### config.mk
export PLATFORM = sky130hd
export DESIGN_NAME = pio_arbiter_flat
export DESIGN_NICKNAME = d
export VERILOG_FILES = /design/src/rtl/pio_arbiter_pkg.sv /design/src/rtl/pio_arbiter_if.sv /design/src/rtl/pio_arbiter_rr_arb.sv /design/src/rtl/pio_arbiter.sv /design/src/flat_wrapper.sv
export SDC_FILE = /design/constraint.sdc
export NUM_CORES = 1
export LEC_CHECK = 0
export CAP_MARGIN = 20
export CORE_AREA = 2 2 117 119
export DETAILED_ROUTE_END_ITERATION = 10
export DIE_AREA = 0 0 119 121
export HOLD_SLACK_MARGIN = 0.08
export PLACE_DENSITY = 0.78
export SLEW_MARGIN = 20
export SYNTH_ARGS = -nofsm -noshare
export SYNTH_HDL_FRONTEND = slang
export SYNTH_SLANG_ARGS = --single-unit
### constraint.sdc
create_clock -name clk -period 3.4 [get_ports clk]
set_input_delay 1.02 -clock clk [delete_from_list [all_inputs] [get_ports clk]]
set_output_delay 1.02 -clock clk [all_outputs]
set_load 0.05 [all_outputs]
### src/rtl/pio_arbiter_pkg.sv
`default_nettype none
// ============================================================================
// Module   : sap1_pio_pkg
// Purpose  : Shared types and default constants for the PIO arbiter.
// Revision : 1.0 - initial release
// ============================================================================
package sap1_pio_pkg;

    localparam int unsigned c_DEF_TIMEOUT_CYCLES = 64;
    localparam logic [31:0] c_DEF_ERR_DATA       = 32'hDEAD_BEEF;

    typedef enum logic [0:0] {
        ST_IDLE    = 1'b0,
        ST_RD_WAIT = 1'b1
    } pio_state_t;

    typedef struct packed {
        logic        rw;
        logic [15:0] addr;
        logic [31:0] data_w;
    } pio_cmd_t;

endpackage
`default_nettype wire

### src/rtl/pio_arbiter_if.sv
`default_nettype none
// ============================================================================
// Module   : pio_arbiter_if
// Purpose  : Requester and PIO-side signal bundle of the PIO arbiter.
// Revision : 1.0 - initial release
// ============================================================================
interface pio_arbiter_if;

    logic        r0_cmd_vld;
    logic        r0_rw;
    logic [15:0] r0_addr;
    logic [31:0] r0_data_w;
    logic        r0_cmd_rdy;
    logic        r0_rd_vld;
    logic [31:0] r0_data_r;
    logic        r0_rd_err;

    logic        r1_cmd_vld;
    logic        r1_rw;
    logic [15:0] r1_addr;
    logic [31:0] r1_data_w;
    logic        r1_cmd_rdy;
    logic        r1_rd_vld;
    logic [31:0] r1_data_r;
    logic        r1_rd_err;

    logic        pio_cmd_vld;
    logic        pio_rw;
    logic [15:0] pio_addr;
    logic [31:0] pio_data_w;
    logic        pio_rd_vld;
    logic [31:0] pio_data_r;

    // Arbiter-side view
    modport slave (
        input  r0_cmd_vld, r0_rw, r0_addr, r0_data_w,
        output r0_cmd_rdy, r0_rd_vld, r0_data_r, r0_rd_err,
        input  r1_cmd_vld, r1_rw, r1_addr, r1_data_w,
        output r1_cmd_rdy, r1_rd_vld, r1_data_r, r1_rd_err,
        output pio_cmd_vld, pio_rw, pio_addr, pio_data_w,
        input  pio_rd_vld, pio_data_r
    );

    // Requester / PIO-target view
    modport master (
        output r0_cmd_vld, r0_rw, r0_addr, r0_data_w,
        input  r0_cmd_rdy, r0_rd_vld, r0_data_r, r0_rd_err,
        output r1_cmd_vld, r1_rw, r1_addr, r1_data_w,
        input  r1_cmd_rdy, r1_rd_vld, r1_data_r, r1_rd_err,
        input  pio_cmd_vld, pio_rw, pio_addr, pio_data_w,
        output pio_rd_vld, pio_data_r
    );

endinterface
`default_nettype wire

### src/rtl/pio_arbiter_rr_arb.sv
`default_nettype none
// ============================================================================
// Module   : pio_rr_arb
// Purpose  : Two-way round-robin grant; a tie goes to the requester that
//            did not win the previous transfer.
// Revision : 1.0 - initial release
// ============================================================================
module pio_rr_arb (
    input  wire logic       clk,
    input  wire logic       reset,
    input  wire logic [1:0] req,
    input  wire logic       advance,
    output logic      [1:0] gnt
);

    logic r_last_grant;

    always_comb begin
        gnt = 2'b00;
        case (req)
            2'b01:   gnt = 2'b01;
            2'b10:   gnt = 2'b10;
            2'b11:   gnt = r_last_grant ? 2'b01 : 2'b10;
            default: gnt = 2'b00;
        endcase
    end

    // Reset value 1 lets requester 0 win the first tie.
    always_ff @(posedge clk) begin
        if (reset) begin
            r_last_grant <= 1'b1;
        end else if (advance) begin
            r_last_grant <= gnt[1];
        end
    end

endmodule
`default_nettype wire

### src/rtl/pio_arbiter.sv
`default_nettype none
// ============================================================================
// Module   : pio_arbiter
// Purpose  : Arbitrates two PIO requesters onto one PIO port, tracking a
//            single outstanding read with a response timeout.
// Revision : 1.0 - initial release
// ============================================================================
module pio_arbiter
    import sap1_pio_pkg::*;
#(
    parameter int unsigned TIMEOUT_CYCLES = c_DEF_TIMEOUT_CYCLES,
    parameter logic [31:0] ERR_DATA       = c_DEF_ERR_DATA
) (
    input wire logic      clk,
    input wire logic      reset,
    pio_arbiter_if.slave  bus
);

    localparam logic [7:0] c_TO_LAST = 8'(TIMEOUT_CYCLES - 1);

    pio_state_t  r_state;
    pio_state_t  w_state_nxt;
    logic [7:0]  r_count;
    logic        r_owner;
    logic        r_cmd_vld;
    pio_cmd_t    r_cmd;
    logic [1:0]  r_rd_vld;
    logic [1:0]  r_rd_err;
    logic [31:0] r_data_r [0:1];

    logic [1:0]  w_req;
    logic [1:0]  w_gnt;
    logic        w_xfer;
    logic        w_rd_xfer;
    pio_cmd_t    w_sel_cmd;
    logic        w_resp;
    logic        w_timeout;
    logic        w_done;

    assign w_req = {bus.r1_cmd_vld, bus.r0_cmd_vld} & {2{r_state == ST_IDLE}};

    pio_rr_arb u_rr_arb (
        .clk     (clk),
        .reset   (reset),
        .req     (w_req),
        .advance (w_xfer),
        .gnt     (w_gnt)
    );

    assign w_xfer    = |w_gnt;
    assign w_sel_cmd = w_gnt[1] ? pio_cmd_t'{bus.r1_rw, bus.r1_addr, bus.r1_data_w}
                                : pio_cmd_t'{bus.r0_rw, bus.r0_addr, bus.r0_data_w};
    assign w_rd_xfer = w_xfer && !w_sel_cmd.rw;

    // A real response in the timeout cycle takes precedence over the error.
    assign w_resp    = (r_state == ST_RD_WAIT) && bus.pio_rd_vld;
    assign w_timeout = (r_state == ST_RD_WAIT) && !bus.pio_rd_vld && (r_count == c_TO_LAST);
    assign w_done    = w_resp || w_timeout;

    always_ff @(posedge clk) begin
        if (reset) begin
            r_state <= ST_IDLE;
        end else begin
            r_state <= w_state_nxt;
        end
    end

    always_comb begin
        w_state_nxt = r_state;
        case (r_state)
            ST_IDLE:    if (w_rd_xfer) w_state_nxt = ST_RD_WAIT;
            ST_RD_WAIT: if (w_done)    w_state_nxt = ST_IDLE;
            default:    w_state_nxt = ST_IDLE;
        endcase
    end

    always_ff @(posedge clk) begin
        if (reset) begin
            r_count     <= 8'd0;
            r_owner     <= 1'b0;
            r_cmd_vld   <= 1'b0;
            r_cmd       <= '0;
            r_rd_vld    <= 2'b00;
            r_rd_err    <= 2'b00;
            r_data_r[0] <= 32'd0;
            r_data_r[1] <= 32'd0;
        end else begin
            r_cmd_vld <= w_xfer;
            if (w_xfer) begin
                r_cmd <= w_sel_cmd;
            end

            if (w_rd_xfer) begin
                r_owner <= w_gnt[1];
                r_count <= 8'd0;
            end else if ((r_state == ST_RD_WAIT) && !w_done) begin
                r_count <= r_count + 8'd1;
            end

            r_rd_vld <= 2'b00;
            if (w_done) begin
                r_rd_vld[r_owner] <= 1'b1;
                r_rd_err[r_owner] <= w_timeout;
                r_data_r[r_owner] <= w_resp ? bus.pio_data_r : ERR_DATA;
            end
        end
    end

    assign bus.r0_cmd_rdy  = w_gnt[0];
    assign bus.r1_cmd_rdy  = w_gnt[1];
    assign bus.r0_rd_vld   = r_rd_vld[0];
    assign bus.r1_rd_vld   = r_rd_vld[1];
    assign bus.r0_rd_err   = r_rd_err[0];
    assign bus.r1_rd_err   = r_rd_err[1];
    assign bus.r0_data_r   = r_data_r[0];
    assign bus.r1_data_r   = r_data_r[1];
    assign bus.pio_cmd_vld = r_cmd_vld;
    assign bus.pio_rw      = r_cmd.rw;
    assign bus.pio_addr    = r_cmd.addr;
    assign bus.pio_data_w  = r_cmd.data_w;

endmodule
`default_nettype wire

### src/flat_wrapper.sv
// flat-port wrapper written by rule: the top's interface ports become plain ports
module pio_arbiter_flat import sap1_pio_pkg::*;
#(
    parameter int unsigned TIMEOUT_CYCLES = c_DEF_TIMEOUT_CYCLES,
    parameter logic [31:0] ERR_DATA       = c_DEF_ERR_DATA
)
  (clk, reset, bus_r0_cmd_vld, bus_r0_rw, bus_r0_addr, bus_r0_data_w, bus_r0_cmd_rdy, bus_r0_rd_vld, bus_r0_data_r, bus_r0_rd_err, bus_r1_cmd_vld, bus_r1_rw, bus_r1_addr, bus_r1_data_w, bus_r1_cmd_rdy, bus_r1_rd_vld, bus_r1_data_r, bus_r1_rd_err, bus_pio_cmd_vld, bus_pio_rw, bus_pio_addr, bus_pio_data_w, bus_pio_rd_vld, bus_pio_data_r);
  pio_arbiter_if bus_i ();
  input wire logic clk;
  input wire logic reset;
  input wire logic [$bits(bus_i.r0_cmd_vld)-1:0] bus_r0_cmd_vld;
  input wire logic [$bits(bus_i.r0_rw)-1:0] bus_r0_rw;
  input wire logic [$bits(bus_i.r0_addr)-1:0] bus_r0_addr;
  input wire logic [$bits(bus_i.r0_data_w)-1:0] bus_r0_data_w;
  output wire logic [$bits(bus_i.r0_cmd_rdy)-1:0] bus_r0_cmd_rdy;
  output wire logic [$bits(bus_i.r0_rd_vld)-1:0] bus_r0_rd_vld;
  output wire logic [$bits(bus_i.r0_data_r)-1:0] bus_r0_data_r;
  output wire logic [$bits(bus_i.r0_rd_err)-1:0] bus_r0_rd_err;
  input wire logic [$bits(bus_i.r1_cmd_vld)-1:0] bus_r1_cmd_vld;
  input wire logic [$bits(bus_i.r1_rw)-1:0] bus_r1_rw;
  input wire logic [$bits(bus_i.r1_addr)-1:0] bus_r1_addr;
  input wire logic [$bits(bus_i.r1_data_w)-1:0] bus_r1_data_w;
  output wire logic [$bits(bus_i.r1_cmd_rdy)-1:0] bus_r1_cmd_rdy;
  output wire logic [$bits(bus_i.r1_rd_vld)-1:0] bus_r1_rd_vld;
  output wire logic [$bits(bus_i.r1_data_r)-1:0] bus_r1_data_r;
  output wire logic [$bits(bus_i.r1_rd_err)-1:0] bus_r1_rd_err;
  output wire logic [$bits(bus_i.pio_cmd_vld)-1:0] bus_pio_cmd_vld;
  output wire logic [$bits(bus_i.pio_rw)-1:0] bus_pio_rw;
  output wire logic [$bits(bus_i.pio_addr)-1:0] bus_pio_addr;
  output wire logic [$bits(bus_i.pio_data_w)-1:0] bus_pio_data_w;
  input wire logic [$bits(bus_i.pio_rd_vld)-1:0] bus_pio_rd_vld;
  input wire logic [$bits(bus_i.pio_data_r)-1:0] bus_pio_data_r;
  assign bus_i.r0_cmd_vld = bus_r0_cmd_vld;
  assign bus_i.r0_rw = bus_r0_rw;
  assign bus_i.r0_addr = bus_r0_addr;
  assign bus_i.r0_data_w = bus_r0_data_w;
  assign bus_r0_cmd_rdy = bus_i.r0_cmd_rdy;
  assign bus_r0_rd_vld = bus_i.r0_rd_vld;
  assign bus_r0_data_r = bus_i.r0_data_r;
  assign bus_r0_rd_err = bus_i.r0_rd_err;
  assign bus_i.r1_cmd_vld = bus_r1_cmd_vld;
  assign bus_i.r1_rw = bus_r1_rw;
  assign bus_i.r1_addr = bus_r1_addr;
  assign bus_i.r1_data_w = bus_r1_data_w;
  assign bus_r1_cmd_rdy = bus_i.r1_cmd_rdy;
  assign bus_r1_rd_vld = bus_i.r1_rd_vld;
  assign bus_r1_data_r = bus_i.r1_data_r;
  assign bus_r1_rd_err = bus_i.r1_rd_err;
  assign bus_pio_cmd_vld = bus_i.pio_cmd_vld;
  assign bus_pio_rw = bus_i.pio_rw;
  assign bus_pio_addr = bus_i.pio_addr;
  assign bus_pio_data_w = bus_i.pio_data_w;
  assign bus_i.pio_rd_vld = bus_pio_rd_vld;
  assign bus_i.pio_data_r = bus_pio_data_r;
  pio_arbiter #(.TIMEOUT_CYCLES(TIMEOUT_CYCLES), .ERR_DATA(ERR_DATA)) u_core (.clk(clk), .reset(reset), .bus(bus_i));
endmodule
Close-up of the layout:
Bar = 10 um. Region (44, 46) to (74, 76) um. Cells in grey, sequential cells in the stronger grey; small squares are vias.
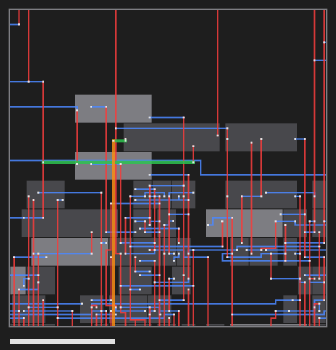
Key: metal 3 = green; metal 4 = orange; metal 1 = blue; metal 2 = red
32 logic cells have their middle in the window. Netlist names of flops here include u_core.r_count (3), u_core.r_owner (1). Most frequent: dfxtp_1 (4), nor2_1 (3). Sequential cells in the window: 4.

Wiring by layer:
Only two layers are drawn.
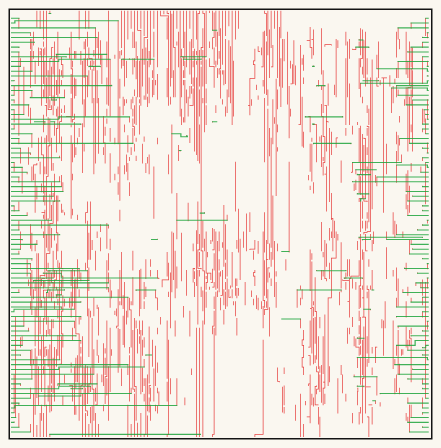
Key: metal 2 = red [wire length 7320 um]; metal 3 = green [wire length 1790 um]

M1 wires:
Supply wires on this layer in grey.
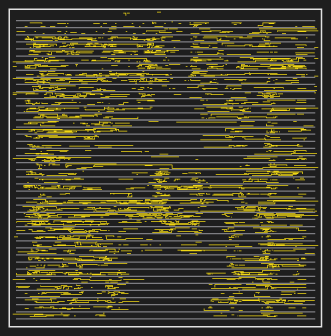
The longest straight run is 37.2 um. The layer carries 6100 um of wire. 748 nets have wire on it.

==> out/qor.txt <==
Syn Area/Cell = 10.1 sq um
outcome = complete, no violations
I/O Buffers = 254
ys flop type = dfxtp_1
Tightest Pin Transition = 685 ps
worst slack, placed = 79.4 ps
Ys Warns = 0
Synth Instances = 518
first-pass GRT wire length = 24.1 mm
synth-to-layout area growth = 64.2%
#FFs+latches synth = 129
flop2flop setup slack = 1110 ps
mux cell area share after synthesis = 0.382%
OpenROAD warnings = 26
Routed WL = 15.5 mm
cell depth of the worst setup path = 5
RSZ-0062 raised after global routing = no
Post-DP HPWL = 11.3 mm
setup ws final = 66.6 ps
Unique cell types = 40
CP Launch Type = input port
synthesized area = 0.00524 sq mm
maxcap violations = 0
clock-pin slew on the worst setup and hold paths = 60 ps
switching portion of total power = 29.0%
worst setup path start = bus_r1_cmd_vld
Setup CP Type = input port to primary output
Crit path required time = 2380 ps
WL per Instance = 16.2 um
Combinational Power Share = 22.5%
max FFs per register = 64
storage element area = 0.00322 sq mm
routed vias/inst = 5.10
P_comb = 1.07 mW
share of cells above drive strength 1 = 7.55%
Crit. End Element = primary output
Pwr per Cell Area = 554 mW/mm^2
# Taps = 176
Seq pwr share = 37.7%
yosys stat chip area = 0.00524 sq mm
synth cell count leaders = 135 x nor2_1, 101 x nand2_1, 65 x dfxtp_1, 64 x edfxtp_1, 38 x a311oi_1
Top Consumer = the clock network
DR top layer = met4
clock root buffer = clkbuf_16
M1 GR Usage = 24.6%
fa+ha+maj area frac = 0.239%
slowest CP cell = clkdlybuf4s50_1
Die W = 119 um
Final Hold Vio Count = 0
core area = 0.0131 sq mm
P_sw = 1.38 mW
count leader, synth = nor2_1
most frequent logic cell in the layout = clkdlybuf4s50_1
crit-path cells = clkdlybuf4s50_1 > a21bo_1 > or2_2 > clkinv_4 > buf_4
clock buffer depth = 2
largest net degree at the start of global routing = 50
Max FO, Critical Path = 4
DP Area = 0.00798 sq mm
max-slew violation count = 0
DRT iter0 DRCs = 312
R2R depth = 6
initial antenna violation count = 0
Leak Pwr = 3.42 nW
Pint = 3.38 mW
Vert. Die Dim = 121 um
fmax = 0.300 GHz
combinational gates = 349
# Cells Yosys = 518
setup TNS = 0 ps
Final Util = 65.7%
top cells by area = edfxtp_1 37%, dfxtp_1 25%, nor2_1 9.7%, nand2_1 7.2%, a311oi_1 6.4%
total power = 4.76 mW
P_clk = 1.89 mW
Worst EP arrival = 2310 ps
# clk buffers = 18
final setup violating endpoints = 0
vias in the first global route = 4688
Vias = 4879
Worst Clk Skew = 7.98 ps
Seq power = 1.80 mW
WHS Endpoint = u_core.bus.pio_rw$_SDFFE_PP0P_
gpl congestion = 0.894
Worst Path Buf+Inv = 3
Top non-seq family = simple AND/OR/NAND/NOR gates
Worst Setup EP = bus_r1_cmd_rdy
post-synthesis sequential area ratio = 61.5%
Filler cells = 979
hold_ws = 470 ps
Final clock-cell share = 7.19%
Power is estimated from default activity; no workload was simulated.
